$ cat src/rtl/alu_mc_pkg.sv
`default_nettype none
// ============================================================================
// Module   : alu_mc_pkg
// Brief    : Opcodes, flag bit positions and FSM state type for alu_mc.
// Revision : 1.0 - initial release
// ============================================================================
package alu_mc_pkg;

    localparam logic [4:0] OP_ADD  = 5'd0;
    localparam logic [4:0] OP_SUB  = 5'd1;
    localparam logic [4:0] OP_ADC  = 5'd2;
    localparam logic [4:0] OP_SBC  = 5'd3;
    localparam logic [4:0] OP_INC  = 5'd4;
    localparam logic [4:0] OP_DEC  = 5'd5;
    localparam logic [4:0] OP_NAND = 5'd6;
    localparam logic [4:0] OP_NOT  = 5'd7;
    localparam logic [4:0] OP_SHL  = 5'd16;
    localparam logic [4:0] OP_SHR  = 5'd17;
    localparam logic [4:0] OP_SAR  = 5'd18;
    localparam logic [4:0] OP_ROL  = 5'd19;
    localparam logic [4:0] OP_MULL = 5'd20;
    localparam logic [4:0] OP_MULH = 5'd21;
    localparam logic [4:0] OP_CMP  = 5'd22;

    localparam int F_Z = 0;
    localparam int F_P = 1;
    localparam int F_C = 2;
    localparam int F_S = 3;
    localparam int F_V = 4;

    typedef enum logic [0:0] {
        ST_IDLE = 1'b0,
        ST_MUL  = 1'b1
    } state_t;

endpackage
`default_nettype wire

$ cat src/rtl/alu_mc_if.sv
`default_nettype none
// ============================================================================
// Module   : alu_mc_if
// Brief    : Request handshake and result bus between decode and alu_mc.
// Revision : 1.0 - initial release
// ============================================================================
interface alu_mc_if #(
    parameter int WIDTH = 8
);
    logic             in_valid;
    logic             in_ready;
    logic [4:0]       sel;
    logic [WIDTH-1:0] op1;
    logic [WIDTH-1:0] op2;
    logic [WIDTH-1:0] opi;
    logic             out_valid;
    logic [WIDTH-1:0] res;
    logic [4:0]       flag;

    modport master (
        output in_valid, sel, op1, op2, opi,
        input  in_ready, out_valid, res, flag
    );

    modport slave (
        input  in_valid, sel, op1, op2, opi,
        output in_ready, out_valid, res, flag
    );
endinterface
`default_nettype wire

$ cat src/rtl/alu_mc_mul_seq.sv
`default_nettype none
// ============================================================================
// Module   : alu_mul_seq
// Brief    : WIDTH-step shift-add unsigned multiplier; done marks the edge
//            on which prod (the final step, combinational) is valid.
// Revision : 1.0 - initial release
// ============================================================================
module alu_mul_seq #(
    parameter int WIDTH = 8
) (
    input  wire logic               clk,
    input  wire logic               rst,
    input  wire logic               start,
    input  wire logic [WIDTH-1:0]   a,
    input  wire logic [WIDTH-1:0]   b,
    output logic                    done,
    output logic [2*WIDTH-1:0]      prod
);
    localparam int c_CW = $clog2(WIDTH + 1);

    logic [c_CW-1:0]    r_count;
    logic [WIDTH-1:0]   r_a;
    logic [2*WIDTH-1:0] r_acc;
    logic [WIDTH:0]     w_upper;
    logic [2*WIDTH-1:0] w_step;

    // Multiplier sits in the low half and is consumed LSB first.
    always_comb begin
        w_upper = {1'b0, r_acc[2*WIDTH-1:WIDTH]} + (r_acc[0] ? {1'b0, r_a} : '0);
        w_step  = {w_upper, r_acc[WIDTH-1:1]};
    end

    always_ff @(posedge clk) begin
        if (rst) begin
            r_count <= '0;
            r_a     <= '0;
            r_acc   <= '0;
        end else if (start) begin
            r_count <= c_CW'(WIDTH);
            r_a     <= a;
            r_acc   <= {{WIDTH{1'b0}}, b};
        end else if (r_count != '0) begin
            r_count <= r_count - c_CW'(1);
            r_acc   <= w_step;
        end
    end

    assign done = (r_count == c_CW'(1));
    assign prod = w_step;

endmodule
`default_nettype wire

$ cat src/rtl/alu_mc.sv
`default_nettype none
// ============================================================================
// Module   : alu_mc
// Brief    : Multi-cycle ALU with valid/ready input, single-cycle datapath
//            and a sequential multiplier.
// Revision : 1.0 - initial release
// ============================================================================
module alu_mc
    import alu_mc_pkg::*;
#(
    parameter int WIDTH = 8,
    parameter int SHW   = $clog2(WIDTH)
) (
    input  wire logic clk,
    input  wire logic rst,
    alu_mc_if.slave   bus
);
    localparam int c_MSB = WIDTH - 1;

    state_t             r_state, w_state_nxt;
    logic [WIDTH-1:0]   r_res, w_res_nxt;
    logic [4:0]         r_flag, w_flag_nxt;
    logic               r_out_valid, w_ov_nxt;
    logic               r_mul_hi;

    logic [WIDTH-1:0]   w_b, w_u, w_x, w_y;
    logic               w_ci, w_sub, w_ovf;
    logic [WIDTH:0]     w_sum;
    logic [SHW-1:0]     w_amt;
    logic [WIDTH:0]     w_shl, w_shr;
    logic signed [WIDTH:0] w_sar;
    logic [WIDTH-1:0]   w_rol;
    logic [WIDTH-1:0]   w_sh_res;
    logic               w_sh_c;
    logic [WIDTH-1:0]   w_alu_res;
    logic [4:0]         w_alu_flag;
    logic               w_zps;

    logic               w_mul_start, w_mul_done;
    logic [2*WIDTH-1:0] w_prod;
    logic [WIDTH-1:0]   w_mul_res;
    logic               w_mul_hi_nz;

    alu_mul_seq #(.WIDTH(WIDTH)) u_mul (
        .clk   (clk),
        .rst   (rst),
        .start (w_mul_start),
        .a     (bus.op1),
        .b     (bus.op2),
        .done  (w_mul_done),
        .prod  (w_prod)
    );

    always_comb begin : p_alu
        w_b   = (!bus.sel[4] && bus.sel[3]) ? bus.opi : bus.op2;
        w_u   = bus.sel[3] ? w_b : bus.op1;
        w_amt = w_b[SHW-1:0];

        w_x   = bus.op1;
        w_y   = w_b;
        w_ci  = 1'b0;
        w_sub = 1'b0;
        if (bus.sel == OP_CMP) begin
            w_sub = 1'b1;
        end else if (!bus.sel[4]) begin
            case (bus.sel[2:0])
                3'd1: w_sub = 1'b1;
                3'd2: w_ci  = r_flag[F_C];
                3'd3: begin w_ci = r_flag[F_C]; w_sub = 1'b1; end
                3'd4: begin w_x = w_u; w_y = WIDTH'(1); end
                3'd5: begin w_x = w_u; w_y = WIDTH'(1); w_sub = 1'b1; end
                default: ;
            endcase
        end
        w_sum = w_sub ? ({1'b0, w_x} - {1'b0, w_y} - {{WIDTH{1'b0}}, w_ci})
                      : ({1'b0, w_x} + {1'b0, w_y} + {{WIDTH{1'b0}}, w_ci});
        w_ovf = (w_sub ? (w_x[c_MSB] != w_y[c_MSB]) : (w_x[c_MSB] == w_y[c_MSB]))
                && (w_sum[c_MSB] != w_x[c_MSB]);

        // Guard bit on the exit side of each shifter holds the last bit out.
        w_shl = {1'b0, bus.op1} << w_amt;
        w_shr = {bus.op1, 1'b0} >> w_amt;
        w_sar = $signed({bus.op1, 1'b0}) >>> w_amt;
        w_rol = (bus.op1 << w_amt) | (bus.op1 >> (WIDTH - int'(w_amt)));
        case (bus.sel[1:0])
            2'd0:    begin w_sh_res = w_shl[WIDTH-1:0]; w_sh_c = w_shl[WIDTH]; end
            2'd1:    begin w_sh_res = w_shr[WIDTH:1];   w_sh_c = w_shr[0];     end
            2'd2:    begin w_sh_res = w_sar[WIDTH:1];   w_sh_c = w_sar[0];     end
            default: begin w_sh_res = w_rol;            w_sh_c = w_rol[0];     end
        endcase

        w_alu_res  = r_res;
        w_alu_flag = r_flag;
        w_zps      = 1'b0;
        if (!bus.sel[4]) begin
            w_zps = 1'b1;
            case (bus.sel[2:0])
                3'd6:    w_alu_res = ~(bus.op1 & w_b);
                3'd7:    w_alu_res = ~w_u;
                default: begin
                    w_alu_res       = w_sum[WIDTH-1:0];
                    w_alu_flag[F_C] = w_sum[WIDTH];
                    w_alu_flag[F_V] = w_ovf;
                end
            endcase
        end else begin
            case (bus.sel)
                OP_SHL, OP_SHR, OP_SAR, OP_ROL: begin
                    w_zps     = 1'b1;
                    w_alu_res = w_sh_res;
                    if (w_amt != '0) w_alu_flag[F_C] = w_sh_c;
                    w_alu_flag[F_V] = 1'b0;
                end
                OP_CMP: begin
                    w_alu_flag[F_Z] = (w_sum[WIDTH-1:0] == '0);
                    w_alu_flag[F_P] = ^w_sum[WIDTH-1:0];
                    w_alu_flag[F_S] = w_sum[c_MSB];
                    w_alu_flag[F_C] = w_sum[WIDTH];
                    w_alu_flag[F_V] = w_ovf;
                end
                default: ;
            endcase
        end
        if (w_zps) begin
            w_alu_flag[F_Z] = (w_alu_res == '0);
            w_alu_flag[F_P] = ^w_alu_res;
            w_alu_flag[F_S] = w_alu_res[c_MSB];
        end
    end

    always_comb begin : p_fsm
        w_state_nxt  = r_state;
        w_res_nxt    = r_res;
        w_flag_nxt   = r_flag;
        w_ov_nxt     = 1'b0;
        w_mul_start  = 1'b0;
        bus.in_ready = 1'b0;
        w_mul_res    = r_mul_hi ? w_prod[2*WIDTH-1:WIDTH] : w_prod[WIDTH-1:0];
        w_mul_hi_nz  = (w_prod[2*WIDTH-1:WIDTH] != '0);
        case (r_state)
            ST_IDLE: begin
                bus.in_ready = 1'b1;
                if (bus.in_valid) begin
                    if (bus.sel == OP_MULL || bus.sel == OP_MULH) begin
                        w_mul_start = 1'b1;
                        w_state_nxt = ST_MUL;
                    end else begin
                        w_res_nxt  = w_alu_res;
                        w_flag_nxt = w_alu_flag;
                        w_ov_nxt   = 1'b1;
                    end
                end
            end
            ST_MUL: begin
                if (w_mul_done) begin
                    w_res_nxt        = w_mul_res;
                    w_flag_nxt[F_Z]  = (w_mul_res == '0);
                    w_flag_nxt[F_P]  = ^w_mul_res;
                    w_flag_nxt[F_S]  = w_mul_res[c_MSB];
                    w_flag_nxt[F_C]  = w_mul_hi_nz;
                    w_flag_nxt[F_V]  = w_mul_hi_nz;
                    w_ov_nxt         = 1'b1;
                    w_state_nxt      = ST_IDLE;
                end
            end
            default: w_state_nxt = ST_IDLE;
        endcase
    end

    always_ff @(posedge clk) begin
        if (rst) begin
            r_state     <= ST_IDLE;
            r_res       <= '0;
            r_flag      <= '0;
            r_out_valid <= 1'b0;
            r_mul_hi    <= 1'b0;
        end else begin
            r_state     <= w_state_nxt;
            r_res       <= w_res_nxt;
            r_flag      <= w_flag_nxt;
            r_out_valid <= w_ov_nxt;
            if (w_mul_start) r_mul_hi <= bus.sel[0];
        end
    end

    assign bus.res       = r_res;
    assign bus.flag      = r_flag;
    assign bus.out_valid = r_out_valid;

endmodule
`default_nettype wire
$ cat src/flat_wrapper.sv
// flat-port wrapper written by rule: the top's interface ports become plain ports
module alu_mc_flat import alu_mc_pkg::*;
#(
    parameter int WIDTH = 8,
    parameter int SHW   = $clog2(WIDTH)
)
  (clk, rst, bus_in_valid, bus_sel, bus_op1, bus_op2, bus_opi, bus_in_ready, bus_out_valid, bus_res, bus_flag);
  alu_mc_if #(.WIDTH(WIDTH)) bus_i ();
  input  wire logic clk;
  input  wire logic rst;
  input wire logic [$bits(bus_i.in_valid)-1:0] bus_in_valid;
  input wire logic [$bits(bus_i.sel)-1:0] bus_sel;
  input wire logic [$bits(bus_i.op1)-1:0] bus_op1;
  input wire logic [$bits(bus_i.op2)-1:0] bus_op2;
  input wire logic [$bits(bus_i.opi)-1:0] bus_opi;
  output wire logic [$bits(bus_i.in_ready)-1:0] bus_in_ready;
  output wire logic [$bits(bus_i.out_valid)-1:0] bus_out_valid;
  output wire logic [$bits(bus_i.res)-1:0] bus_res;
  output wire logic [$bits(bus_i.flag)-1:0] bus_flag;
  assign bus_i.in_valid = bus_in_valid;
  assign bus_i.sel = bus_sel;
  assign bus_i.op1 = bus_op1;
  assign bus_i.op2 = bus_op2;
  assign bus_i.opi = bus_opi;
  assign bus_in_ready = bus_i.in_ready;
  assign bus_out_valid = bus_i.out_valid;
  assign bus_res = bus_i.res;
  assign bus_flag = bus_i.flag;
  alu_mc #(.WIDTH(WIDTH), .SHW(SHW)) u_core (.clk(clk), .rst(rst), .bus(bus_i));
endmodule
$ cat config.mk
export PLATFORM = sky130hd
export DESIGN_NAME = alu_mc_flat
export DESIGN_NICKNAME = d
export VERILOG_FILES = /design/src/rtl/alu_mc_pkg.sv /design/src/rtl/alu_mc_if.sv /design/src/rtl/alu_mc_mul_seq.sv /design/src/rtl/alu_mc.sv /design/src/flat_wrapper.sv
export SDC_FILE = /design/constraint.sdc
export NUM_CORES = 1
export LEC_CHECK = 0
export CAP_MARGIN = 15
export CELL_PAD_IN_SITES_DETAIL_PLACEMENT = 1
export CELL_PAD_IN_SITES_GLOBAL_PLACEMENT = 1
export CORE_ASPECT_RATIO = 2
export CORE_MARGIN = 1.5
export CORE_UTILIZATION = 34
export CTS_BUF_LIST = sky130_fd_sc_hd__clkbuf_2
export DETAILED_ROUTE_END_ITERATION = 8
export PLACE_DENSITY_LB_ADDON = 0.08
export SLEW_MARGIN = 0
export SYNTH_ARGS = -nofsm -noshare
export SYNTH_HDL_FRONTEND = slang
export SYNTH_SLANG_ARGS = --single-unit
export TNS_END_PERCENT = 20
$ cat constraint.sdc
create_clock -name clk -period 7.3 [get_ports clk]
set_input_delay 1.46 -clock clk [delete_from_list [all_inputs] [get_ports clk]]
set_output_delay 1.46 -clock clk [all_outputs]
set_load 0.005 [all_outputs]
Supply network:
Scale bar: 20 microns. Pins as bars on the die edge. Tap cells in grey.
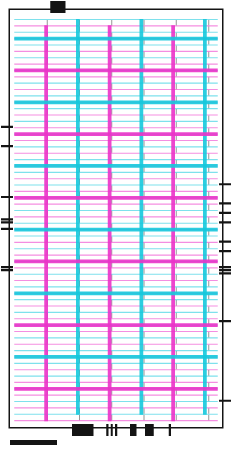
VSS: in magenta. VDD: in cyan.
64 met1 rails follow the rows. 12 straps on met5.
chip height: 178.1 microns
Core Region: 0.01490 sq mm
Peak VDD IR: 0.07672 mV

Placement by cell class:
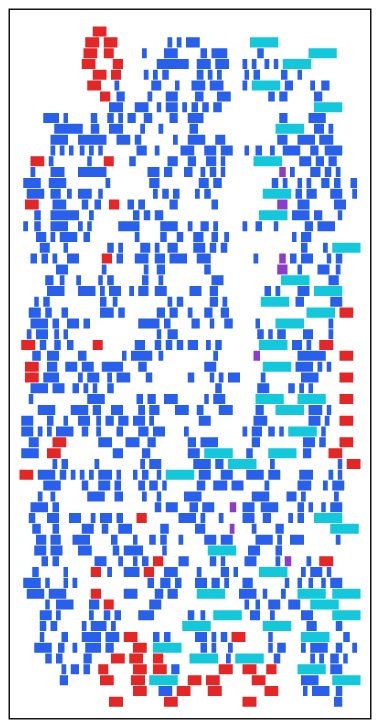
combinational and other logic: in blue, cells 628. clock drivers and dummy loads: in purple, cells 8. sequential cells: in cyan, cells 44. remaining buffers and delay cells: in red, cells 63.

==> run notes <==
run results: Pint=around 0.00057 W, setup TNS=0 ns, most used cell, CP=a21oi_1, post-cts hold buffer count=0, non-clk buf share=0.1001, NumNets Final=824, largest net degree at the start of global routing=33, Main power group=combinational logic, Critical Path RT=between 7 and 8 ns, Cells after DPL=930, Via density=approximately 6, Syn Inst Count=718, Area leader share=0.1689, clk_skew=0.04766 ns, FP Util=0.3500, Comb area=approximately 0.0040 sq mm, Top Layout Cells=nand2_1, nor2_1, a21oi_1, status=completed, clock network power=roughly 0.00011 W, clock share of power=0.101, Non-clk bufs=around 63, MI comb cells=600, Well Taps=approximately 200, H-tree lvl count=2, CTS resizes=0, fraction of met1 tracks used by global routing=0.2510
Power is estimated from default activity; no workload was simulated.
